### Metal 1, run 1

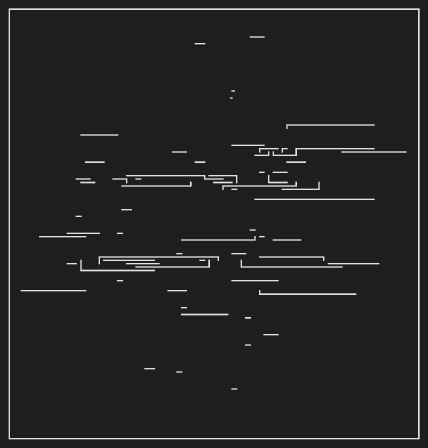
### Routed metal, one colour a layer, run 1

Only two layers are drawn.
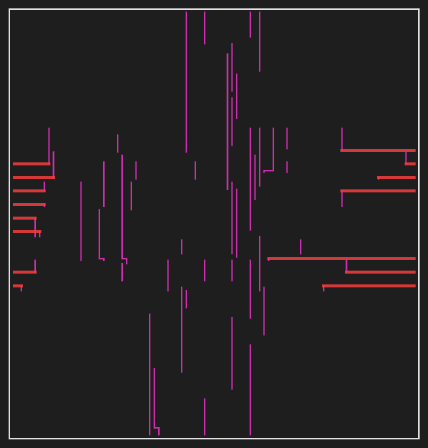
### Metal 2, run 1

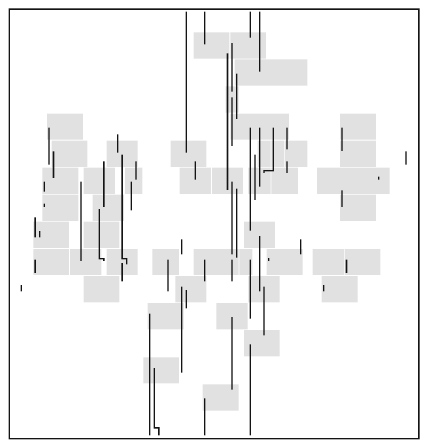
Design hazard_ctrl, sky130hd; sources not shown.
==> results.ini, run 1 <==
[layout]
lay_top_count=clkdlybuf4s50_1
synthToLayoutAreaGrowth_pct=149
final_cells=62
layout.area.seq_um2=0
final_layout_size_suffix_gt1_share_pct=10.9
most-common-layout-cells=clkdlybuf4s50_1 (21), xor2_1 (9), nor2_1 (2), buf_12 (2)
fillers=163

[timing]
hold_viol_final=0
tightest_slew_ns=0.487
finalSetupTns_ns=0
drv_slew=0
finalCritPeriodShare_pct=92.0
setup_viol=0

[floorplanning]
ios=24
dieArea_um2=1760
rows=14
fp.dieH_um=43
die_x_um=41

[yosys]
yosysWarningCount=0
syn_nets=44
synth_chip_area_um2=181
yosys.cell_types.count=14
largest_area_cell=xor2_1
synth_area_um2=181
ys_seq_share_pct=0

[pwr]
ir_worst_vdd_mv=0.0242
p_leak_nw=0.172
p_per_area_nw_per_um2=80.0

[cts]
cts_resized=0
cts_hold_buf=0

[grt]
grt_pass1_vias=241
antenna_found_initial=0

[job]
maxCapViolCount=0
warnings=29

[setup_path]
arrival_ns=3.24
crit_type=primary input to output pin

[place]
dpl_cell_area_um2=452
place.port_buffers=23

[routing]
drc=0
drtAntennaViolNets=0

[min_path]
hp-class=primary input to output pin

[status]
status=finished clean

Back to the opening pictures, 'Metal 1':
share of all routed wire: 43%
longest straight run: 12.0 µm
Vias: 240
final wirelength: 518 µm
met1 Use GR: 9.18%

Back to the opening pictures, 'Routed metal, one colour a layer':
legend:
  metal 2:
    colour: magenta
    wire_length: 228 µm
  metal 3:
    colour: red
    wire_length: 70.1 µm
DR WL/cell: 8.35 µm
Tot GR Track Use: 6.49%

Back to the opening pictures, 'Metal 2':
share of all routed wire: 44%
main direction: vertical
global-route met2 utilization: 10.9%

## run 1: power by group
part	internal (mW)	switching (mW)	total, mW
clock network	0	0	0
registers	0	0	0
logic	0.0220	0.0142	0.0361
total	0.0220	0.0142	0.0361
## run 1: cell families (layout without fill, tap and decap cells)
family | after synthesis | in the layout | share of synthesized area [%]
AOI/OAI and AO/OA | 4 | 4 | 22.8
xor gates and xnor gates | 10 | 10 | 48.3
and+or+nand+nor | 8 | 8 | 26.9
buffers and inverters | 1 | 24 | 2.07
## run 1: critical path: stages
cell and delay [ns]:
clkdlybuf4s50_1 0.46, xor2_1 0.19, nor4_2 0.27, a32oi_1 0.17, o41ai_2 0.41, buf_12 0.19
## run 1: layout make-up
cell class         instances  area share (%)
inverters                  1           0.831
repair buffers            23            55.4
multi-input cells         22            39.3
well taps                 16            4.43
## run 1: cell usage after synthesis
library cell and number:
nor4_2 1, nor3_1 1, or3_1 1, nand2_1 1
xnor2_1 1, xor2_1 9, o21ai_2 1, inv_1 1
nor2_1 2, o21bai_1 1, a32oi_1 1, o41ai_2 1
or4_1 1, nor2b_1 1
## run 1: routing by layer
layer,vias up,share of wire [%]
met2,15,44
met4,0,0
met5,-,0
li1,129,-
met3,0,14
met1,96,42
## run 1: per-stage QoR
stage,utilization (%),hold WS (ns),power [mW],worst slack (ns)
finish,32.6,3.85,0.0361,0.419
floorplan,-,3.34,0.0133,0.534
global placement,32.6,3.86,0.0365,0.398
global route,32.6,3.88,0.0387,0.345
detailed placement,32.6,3.85,0.0364,0.408
CTS,32.6,3.86,0.0366,0.399
## Run 2: what changed since run 1
RECOVER_POWER = 100   (was not set)
### Routed metal, one colour a layer, run 2

Only two layers are drawn.
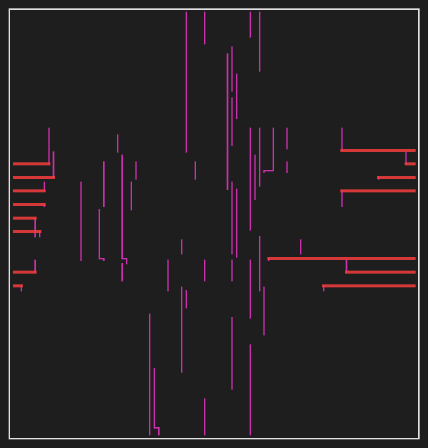
legend:
  metal 2:
    colour: magenta
    wire_length: 227 µm
  metal 3:
    colour: red
    wire_length: 70.1 µm
final wirelength: 517 µm
DR WL/cell: 8.34 µm

==> run 2 against run 1 <==
Against the previous run: final area unchanged; largest power group unchanged; worst setup slack worse by 0.089 ns; critical path type unchanged; global-route usage unchanged; die area unchanged; combinational power about the same; sequential share of layout area unchanged.
==> results.ini, run 2 <==
[status]
status=finished clean  ; unchanged

[timing]
setup_slack_ns=0.330  ; was 0.419 ns
finalCritPeriodShare_pct=93.7  ; was 92.0%
setup_viol=0  ; unchanged
drv_slew=0  ; unchanged
hold_viol_final=0  ; unchanged
finalSetupTns_ns=0  ; unchanged

[yosys]
yosys.cell_types.count=14  ; unchanged
common_cells=xor2_1 (9), nor2_1 (2)  ; unchanged
synth_area_um2=181  ; unchanged
most_common_cell=xor2_1  ; unchanged
synth_chip_area_um2=181  ; unchanged
yosysWarningCount=0  ; unchanged
syn_nets=44  ; unchanged
largest_area_cell=xor2_1  ; unchanged
ys_seq_share_pct=0  ; unchanged

[cts]
cts_hold_buf=0  ; unchanged

[setup_path]
critPathBufInv=2  ; unchanged
cp.depth=6  ; unchanged
crit_type=primary input to output pin  ; unchanged
max_stage_delay_ns=0.59  ; was 0.46 ns
arrival_ns=3.33  ; was 3.24 ns
crit_chain=dlygate4sd3_1, xor2_1, nor4_2, a32oi_1, o41ai_2, buf_12  ; was clkdlybuf4s50_1, xor2_1, nor4_2, a32oi_1, o41ai_2, buf_12
cpMaxStageDelayCell=dlygate4sd3_1  ; was clkdlybuf4s50_1

[routing]
routed-via-count=240  ; unchanged
drtAntennaViolNets=0  ; unchanged

[layout]
synthToLayoutAreaGrowth_pct=149  ; unchanged
layout.area.seq_um2=0  ; unchanged
final_layout_size_suffix_gt1_share_pct=10.9  ; unchanged
lay_top_count=clkdlybuf4s50_1  ; unchanged

[min_path]
hp-class=primary input to output pin  ; unchanged

[pwr]
p_leak_nw=0.175  ; was 0.172 nW
ir_worst_vdd_mv=0.0242  ; about the same

[job]
maxCapViolCount=0  ; unchanged

### Metal 1, run 2

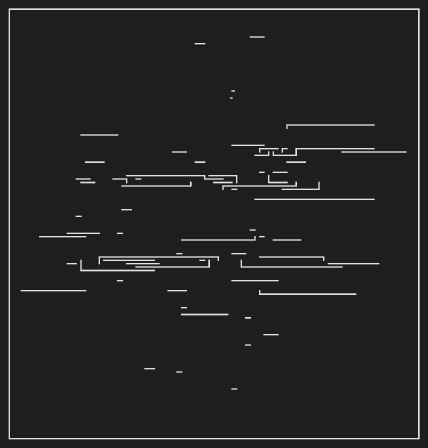
wire length on this layer: 221 µm
longest straight run: 12.0 µm
nets with wire on the layer: 49

run 2: cell count changes in the layout (fill, tap and decap cells not counted):
cell	change
clkdlybuf4s50_1	-2
dlygate4sd3_1	+2
run 2: cell type report:
class / instances / area [µm²]
fillers: 163 / 932
repair buffers: 23 / 250
multi-input cells: 22 / 178
inverters: 1 / 3.75
well taps: 16 / 20.0
run 2: kinds of logic (layout without fill, tap and decap cells):
group / count (synthesis) / after routing / synth area share, %
AND/OR/NAND/NOR: 8 / 8 / 26.9
buffers and inverters: 1 / 24 / 2.07
AND-OR/OR-AND: 4 / 4 / 22.8
XOR/XNOR: 10 / 10 / 48.3
run 2: through the flow:
step	cells	cell area [µm²]	power, mW	utilization (%)
after floorplan	23	181	0.0133	-
after global placement	62	452	0.0365	32.6
after detailed placement	62	452	0.0364	32.6
after CTS	62	452	0.0366	32.6
after global routing	62	452	0.0384	32.6
final	62	452	0.0359	32.6
run 2: metal layers:
layer / vias to the layer above / wire, µm / GRT usage [%]
met3: 0 / 70 / 0.524
met5: - / 0 / 0
met2: 15 / 227 / 10.9
li1: 129 / - / -
met1: 96 / 220 / 9.18
met4: 0 / 0 / 0
run 2: tightest hold or removal path, cell delays in order:
cell and delay [ns]:
clkdlybuf4s50_1 0.41, o21ai_2 0.07, o41ai_2 0.08, buf_12 0.14
run 2: where the power goes:
part / switching [mW] / internal, mW
clock network: 0 / 0
registers: 0 / 0
logic: 0.0141 / 0.0217
Power figures rest on the tool's default switching activity, not on a simulated workload.
